==> src/rtl/alu_cmd_sequencer.sv <==
// Command front-end for the 8-bit ALU: queues operation commands, sequences the
// ALU select/operand lines and returns each captured result on a ready/valid port.
module alu_cmd_sequencer #(
    parameter int DEPTH = 4
) (
    input  logic                   clk,
    input  logic                   rst,
    input  logic                   on,
    input  logic                   cmd_valid,
    output logic                   cmd_ready,
    input  logic [2:0]             cmd_op,
    input  logic                   cmd_chain,
    input  logic [7:0]             cmd_a,
    input  logic [7:0]             cmd_b,
    output logic [2:0]             in_selector,
    output logic [7:0]             num1,
    output logic [7:0]             num2,
    output logic [6:0]             out_selector,
    input  logic [7:0]             alu_result,
    input  logic                   alu_overflow,
    output logic                   res_valid,
    input  logic                   res_ready,
    output logic [7:0]             res_data,
    output logic [2:0]             res_op,
    output logic                   res_overflow,
    output logic                   err_sticky,
    output logic [$clog2(DEPTH):0] count
);

    localparam int AW = $clog2(DEPTH);
    localparam int CW = AW + 1;
    localparam int EW = 20;
    localparam logic [CW-1:0] FULL = CW'(DEPTH);
    localparam logic [2:0] OP_MULT = 3'd6;
    localparam logic [2:0] OP_CLR  = 3'd7;

    typedef enum logic [2:0] {
        ST_OFF   = 3'd0,
        ST_IDLE  = 3'd1,
        ST_ISSUE = 3'd2,
        ST_EXEC  = 3'd3,
        ST_DONE  = 3'd4
    } state_t;

    function automatic logic [6:0] op_sel(input logic [2:0] op);
        case (op)
            3'd0:    op_sel = 7'b1000000;
            3'd1:    op_sel = 7'b0100000;
            3'd2:    op_sel = 7'b0010000;
            3'd3:    op_sel = 7'b0001000;
            3'd4:    op_sel = 7'b0000100;
            3'd5:    op_sel = 7'b0000010;
            3'd6:    op_sel = 7'b0000001;
            default: op_sel = 7'b0000100;
        endcase
    endfunction

    state_t          state_q, state_d;
    logic [EW-1:0]   fifo_q [DEPTH];
    logic [AW-1:0]   wr_ptr_q, wr_ptr_d, rd_ptr_q, rd_ptr_d;
    logic [CW-1:0]   count_q, count_d;
    logic [2:0]      in_sel_q, in_sel_d;
    logic [7:0]      num1_q, num1_d, num2_q, num2_d;
    logic [6:0]      out_sel_q, out_sel_d;
    logic [2:0]      cur_op_q, cur_op_d;
    logic            res_valid_q, res_valid_d;
    logic [7:0]      res_data_q, res_data_d;
    logic [2:0]      res_op_q, res_op_d;
    logic            res_ovf_q, res_ovf_d;
    logic            err_q, err_d;
    logic [7:0]      acc_q, acc_d;

    logic            cmd_ready_s, push_s, pop_s, avail_s, load_s;
    logic [EW-1:0]   head_s;

    assign cmd_ready_s = on && !rst && (count_q < FULL);
    assign push_s      = cmd_valid && cmd_ready_s;
    assign pop_s       = (state_q == ST_ISSUE);
    assign avail_s     = (count_q != '0) || push_s;
    // An empty FIFO forwards the incoming command so issue starts the next cycle
    assign head_s      = (count_q == '0) ? {cmd_op, cmd_chain, cmd_a, cmd_b} : fifo_q[rd_ptr_q];

    // Next-state logic for the FSM, FIFO pointers, ALU drives and result capture
    always_comb begin
        state_d     = state_q;
        wr_ptr_d    = push_s ? wr_ptr_q + AW'(1) : wr_ptr_q;
        rd_ptr_d    = pop_s ? rd_ptr_q + AW'(1) : rd_ptr_q;
        in_sel_d    = in_sel_q;
        num1_d      = num1_q;
        num2_d      = num2_q;
        out_sel_d   = out_sel_q;
        cur_op_d    = cur_op_q;
        res_valid_d = res_valid_q;
        res_data_d  = res_data_q;
        res_op_d    = res_op_q;
        res_ovf_d   = res_ovf_q;
        err_d       = err_q;
        acc_d       = acc_q;
        load_s      = 1'b0;

        if (push_s && !pop_s) begin
            count_d = count_q + CW'(1);
        end else if (!push_s && pop_s) begin
            count_d = count_q - CW'(1);
        end else begin
            count_d = count_q;
        end

        case (state_q)
            ST_OFF: begin
                state_d = on ? ST_IDLE : ST_OFF;
            end
            ST_IDLE: begin
                if (!on) begin
                    state_d = ST_OFF;
                end else if (avail_s) begin
                    state_d = ST_ISSUE;
                    load_s  = 1'b1;
                end else begin
                    state_d = ST_IDLE;
                end
            end
            ST_ISSUE: begin
                state_d = ST_EXEC;
            end
            ST_EXEC: begin
                state_d     = ST_DONE;
                res_valid_d = 1'b1;
                res_op_d    = cur_op_q;
                if (cur_op_q == OP_CLR) begin
                    res_data_d = 8'h00;
                    res_ovf_d  = 1'b0;
                    err_d      = 1'b0;
                end else begin
                    res_data_d = alu_result;
                    res_ovf_d  = alu_overflow && (cur_op_q == OP_MULT);
                    err_d      = err_q || (alu_overflow && (cur_op_q == OP_MULT));
                end
                acc_d = res_data_d;
            end
            ST_DONE: begin
                if (res_ready) begin
                    res_valid_d = 1'b0;
                    if (!on) begin
                        state_d = ST_OFF;
                    end else if (avail_s) begin
                        state_d = ST_ISSUE;
                        load_s  = 1'b1;
                    end else begin
                        state_d = ST_IDLE;
                    end
                end else begin
                    state_d = ST_DONE;
                end
            end
            default: begin
                state_d = ST_OFF;
            end
        endcase

        // Drives are latched once on entry to ISSUE and held through EXEC and beyond
        if (load_s) begin
            cur_op_d  = head_s[19:17];
            num1_d    = head_s[16] ? acc_q : head_s[15:8];
            num2_d    = head_s[7:0];
            out_sel_d = op_sel(head_s[19:17]);
            in_sel_d  = (head_s[19:17] == OP_CLR) ? 3'b001 : 3'b010;
        end else begin
            cur_op_d = cur_op_q;
        end
    end

    // State, FIFO storage and output registers
    always_ff @(posedge clk or posedge rst) begin
        if (rst) begin
            state_q     <= ST_OFF;
            wr_ptr_q    <= '0;
            rd_ptr_q    <= '0;
            count_q     <= '0;
            in_sel_q    <= 3'b001;
            num1_q      <= 8'h00;
            num2_q      <= 8'h00;
            out_sel_q   <= 7'b0000100;
            cur_op_q    <= 3'd0;
            res_valid_q <= 1'b0;
            res_data_q  <= 8'h00;
            res_op_q    <= 3'd0;
            res_ovf_q   <= 1'b0;
            err_q       <= 1'b0;
            acc_q       <= 8'h00;
            for (int i = 0; i < DEPTH; i++) begin
                fifo_q[i] <= '0;
            end
        end else begin
            state_q     <= state_d;
            wr_ptr_q    <= wr_ptr_d;
            rd_ptr_q    <= rd_ptr_d;
            count_q     <= count_d;
            in_sel_q    <= in_sel_d;
            num1_q      <= num1_d;
            num2_q      <= num2_d;
            out_sel_q   <= out_sel_d;
            cur_op_q    <= cur_op_d;
            res_valid_q <= res_valid_d;
            res_data_q  <= res_data_d;
            res_op_q    <= res_op_d;
            res_ovf_q   <= res_ovf_d;
            err_q       <= err_d;
            acc_q       <= acc_d;
            if (push_s) begin
                fifo_q[wr_ptr_q] <= {cmd_op, cmd_chain, cmd_a, cmd_b};
            end
        end
    end

    assign cmd_ready    = cmd_ready_s;
    assign in_selector  = in_sel_q;
    assign num1         = num1_q;
    assign num2         = num2_q;
    assign out_selector = out_sel_q;
    assign res_valid    = res_valid_q;
    assign res_data     = res_data_q;
    assign res_op       = res_op_q;
    assign res_overflow = res_ovf_q;
    assign err_sticky   = err_q;
    assign count        = count_q;

endmodule

==> config.mk <==
export PLATFORM = sky130hd
export DESIGN_NAME = alu_cmd_sequencer
export DESIGN_NICKNAME = d
export VERILOG_FILES = /design/src/rtl/alu_cmd_sequencer.sv
export SDC_FILE = /design/constraint.sdc
export NUM_CORES = 1
export LEC_CHECK = 0
export ABC_AREA = 1
export CORE_ASPECT_RATIO = 1.4
export CORE_MARGIN = 3
export CORE_UTILIZATION = 35
export CTS_CLUSTER_DIAMETER = 150
export DETAILED_ROUTE_END_ITERATION = 10
export DONT_BUFFER_PORTS = 1
export PLACE_DENSITY = 0.5
export REMOVE_ABC_BUFFERS = 1
export SYNTH_ARGS = -nofsm -noshare
export SYNTH_HDL_FRONTEND = slang
export SYNTH_SLANG_ARGS = --single-unit
==> constraint.sdc <==
create_clock -name clk -period 5.9 [get_ports clk]
set_clock_uncertainty 0.2 [all_clocks]
set_input_delay 0.59 -clock clk [delete_from_list [all_inputs] [get_ports clk]]
set_output_delay 0.59 -clock clk [all_outputs]
set_load 0.02 [all_outputs]
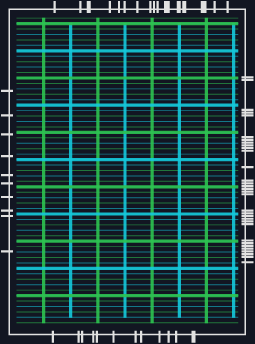
*PDN straps and rails, run 1*
(2 px per um) Pins as bars on the die edge.
[green] VSS
[cyan] VDD
rows: 56
met1 rails: 57
signal pins: 78
met5 straps: 11
met4 straps: 8
placeable core region: 0.01689 mm2
Die Ht: 161.8 um
DIE WIDTH: 117.3 um
worst ir drop on vdd: 0.1968 mV

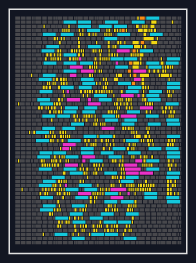
*Cells colored by class, run 1*
(1.5 px per um) Fill, decap, tap and diode cells in gray.
[yellow] combinational and other logic | cells: 580
[cyan] sequential cells | cells: 132
[orange] remaining buffers and delay cells | cells: 8
[magenta] clock drivers and dummy loads | cells: 32

==> Flow_metrics.wiki, run 1 <==
== Metrics ==
{| class="wikitable"
! Metric !! Value
|-
| Power per unit of standard cell area || 607.2 mW/mm2
|-
| Number of buffer cells added on primary ports || 0
|-
| Clk Tree Root Cell || clkbuf_16
|-
| Critical Path Source || count[0]
|-
| Lkg Pwr || 0.003390 uW
|-
| Chip footprint || 0.01898 mm2
|-
| Number of sequential cells || 132
|-
| Total power consumption of the routed design || 4156 uW
|-
| Area fraction in full adders, half adders and majority gates || 0.01360
|-
| Switching share of power || 0.4057
|-
| Placed instance count || 951
|-
| I/O pin count || 78
|-
| Max reg flops || 80
|-
| Critical path's top delay family || simple AND/OR/NAND/NOR gates
|-
| Combinational group share of total power || 0.328
|-
| Worst reg-to-reg setup slack || 2.84 ns
|-
| Clock network power || 1080 uW
|-
| Worst-margin pin slew || 0.9752 ns
|-
| Cell mode on critical path || nand2_2
|-
| Power in sequential cells || 1710 uW
|-
| H-tree levels || 4
|-
| Count of final setup violators || 0
|-
| Comb/total area || 0.3464
|-
| Setup total negative slack || 0 ns
|-
| Number of max-slew violations in the final report || 0
|-
| Clock slew seen by the registers of the worst setup and hold paths || 0.06 ns
|-
| Met2 layer wire length in the routed design || 7497 um
|-
| Share of cells above drive strength 1 || 0.07181
|-
| Cell count listed in synth_stat.txt || 750
|-
| Most frequent logic cell in the layout || nand2_1
|-
| Later-pin clock latency in the skew report || 0.41 ns
|-
| Synth Flop Type || dfrtp_1
|-
| Slowest cell on crit path || dfrtp_1
|-
| Via count || 4794
|-
| Layout buffer count excluding clock buffers || 8
|-
| Fraction of met1 tracks used by global routing || 0.1908
|-
| Sort of element at the start of the critical path || flip-flop
|-
| Power share of the sequential group || 0.411
|-
| Average instance area after synthesis || 8.094 um2
|-
| Syn Inst Count || 750
|-
| Kind of end point of the critical path || flip-flop
|-
| Number of library cell types mapped by synthesis || 30
|-
| Internal Power || 2470 uW
|-
| Buffers & Inverters on Critical Path || 2
|-
| Multiplexer share of the synthesized area || 0.001855
|-
| Most frequent cells in the layout || nand2_1, dfrtp_1, o21ai_0
|-
| Number of hold-slack violations in the final timing report || 0
|-
| Final non-filler cell total || 984
|-
| Post-DP Area || 0.006221 mm2
|-
| Synth cell count leaders || nand2_1, dfrtp_1, o21ai_0
|-
| Yosys Warn Count || 0
|-
| Top power group || registers
|-
| Number of synthesized register bits || 132
|-
| Average via count per standard cell || 4.872
|-
| CTS max path bufs || 2
|-
| Total number of tap cells || 232
|-
| Dominant non-sequential cell family after synthesis || simple AND/OR/NAND/NOR gates
|-
| Overall overflow remaining after global route || 0
|-
| Post-Place Setup Slack || 2.828 ns
|-
| Outcome || finished, final reports clean
|-
| Number of clock buffers in the layout || 23
|-
| Top cell type's share of synthesized area || 0.5359
|-
| Hold Path Cell Cnt || 1
|-
| Fp util || 0.3595
|-
| Compound-gate portion of the synthesized area || 0.08986
|-
| Vias in the first global route || 4675
|-
| XOR/XNOR Area Share || 0.007214
|-
| Design area || 0.006844 mm2
|-
| Tally of OpenROAD warnings || 28
|-
| Highest routing layer actually used || met4
|}
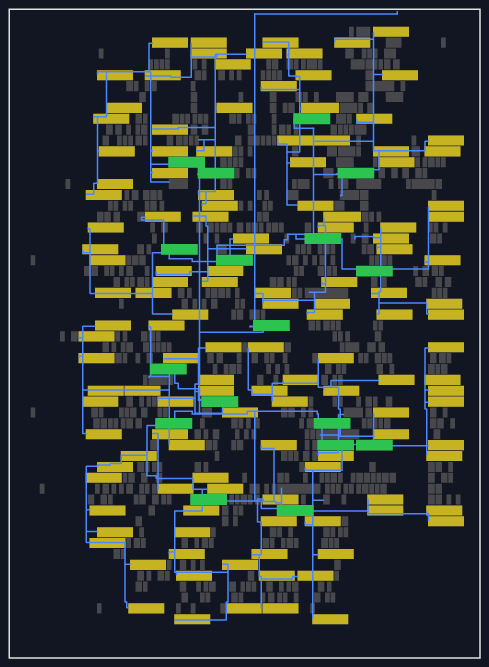
*Clock wires, drivers and flops, run 1*
(4 px per um)
[blue] clock wires | length: 1760 um
[green] clock drivers | count: 17
[yellow] flip-flops | count: 132
routed clock nets: 18

--- run 2 (diff from run 1) ---
- PLACE_DENSITY: 0.5 -> 0.52
- clock period: 5.9 -> 2.5 ns (I/O delays scaled with it)
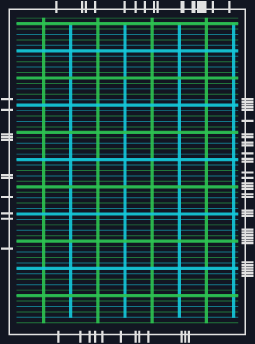
*PDN straps and rails, run 2*
(2 px per um) Pins as bars on the die edge.
[green] VSS
[cyan] VDD
signal pins: 78
met4 straps: 8
rows: 56
met1 rails: 57

==> Flow_metrics.wiki, run 2 <==
== Metrics ==
{| class="wikitable"
! Metric !! Value
|-
| Combinational group share of total power || 0.340
|-
| Power in sequential cells || 4030 uW
|-
| Placeable core region || 0.01689 mm2
|-
| Area fraction in full adders, half adders and majority gates || 0.01360
|-
| Count of final setup violators || 0
|-
| Most frequent cells in the layout || nand2_1, dfrtp_1, o21ai_0
|-
| Top cell type's share of synthesized area || 0.5359
|-
| Number of hold-slack violations in the final timing report || 0
|-
| Overall overflow remaining after global route || 0
|-
| XOR/XNOR Area Share || 0.007214
|-
| Hold Path Cell Cnt || 2
|-
| Vias in the first global route || 4927
|-
| Switching share of power || 0.4034
|-
| Met2 layer wire length in the routed design || 7428 um
|-
| Comb/total area || 0.3296
|-
| Sort of element at the start of the critical path || flip-flop
|-
| Die Ht || 161.8 um
|-
| Number of synthesized register bits || 132
|-
| Number of library cell types mapped by synthesis || 30
|-
| Clk Tree Root Cell || clkbuf_16
|-
| Max reg flops || 80
|-
| Design area || 0.007194 mm2
|-
| Chip footprint || 0.01898 mm2
|-
| Most frequent logic cell in the layout || nand2_1
|-
| Kind of end point of the critical path || flip-flop
|-
| Compound-gate portion of the synthesized area || 0.08986
|-
| Post-DP Area || 0.006294 mm2
|-
| Total power consumption of the routed design || 9715 uW
|-
| I/O pin count || 78
|-
| Average via count per standard cell || 4.843
|-
| Slowest cell on crit path || dfrtp_1
|-
| Top power group || registers
|-
| Worst ir drop on vdd || 0.5522 mV
|-
| Tally of OpenROAD warnings || 30
|-
| Placed instance count || 959
|-
| CTS max path bufs || 2
|-
| Outcome || finished, final reports clean
|-
| Later-pin clock latency in the skew report || 0.41 ns
|-
| Number of sequential cells || 132
|-
| Fmax || 0.4515 GHz
|-
| Number of clock buffers in the layout || 25
|-
| Share of cells above drive strength 1 || 0.07206
|-
| Synth cell count leaders || nand2_1, dfrtp_1, o21ai_0
|-
| DIE WIDTH || 117.3 um
|-
| Layout buffer count excluding clock buffers || 49
|-
| Final non-filler cell total || 1023
|-
| Via count || 4954
|-
| Setup total negative slack || 0 ns
|-
| Clock slew seen by the registers of the worst setup and hold paths || 0.05 ns
|-
| Critical path's top delay family || adder cells
|-
| Worst-margin pin slew || 0.7052 ns
|-
| H-tree levels || 4
|-
| Power share of the sequential group || 0.415
|-
| Total number of tap cells || 232
|-
| Post-Place Setup Slack || 0.2857 ns
|-
| Dominant non-sequential cell family after synthesis || simple AND/OR/NAND/NOR gates
|-
| Multiplexer share of the synthesized area || 0.001855
|-
| Clock network power || 2380 uW
|-
| Fp util || 0.3595
|-
| Synth Flop Type || dfrtp_1
|-
| Worst reg-to-reg setup slack || 0.29 ns
|-
| Lkg Pwr || 0.003545 uW
|-
| Buffers & Inverters on Critical Path || 2
|-
| Highest routing layer actually used || met4
|}
Power and IR drop assume default switching activity.
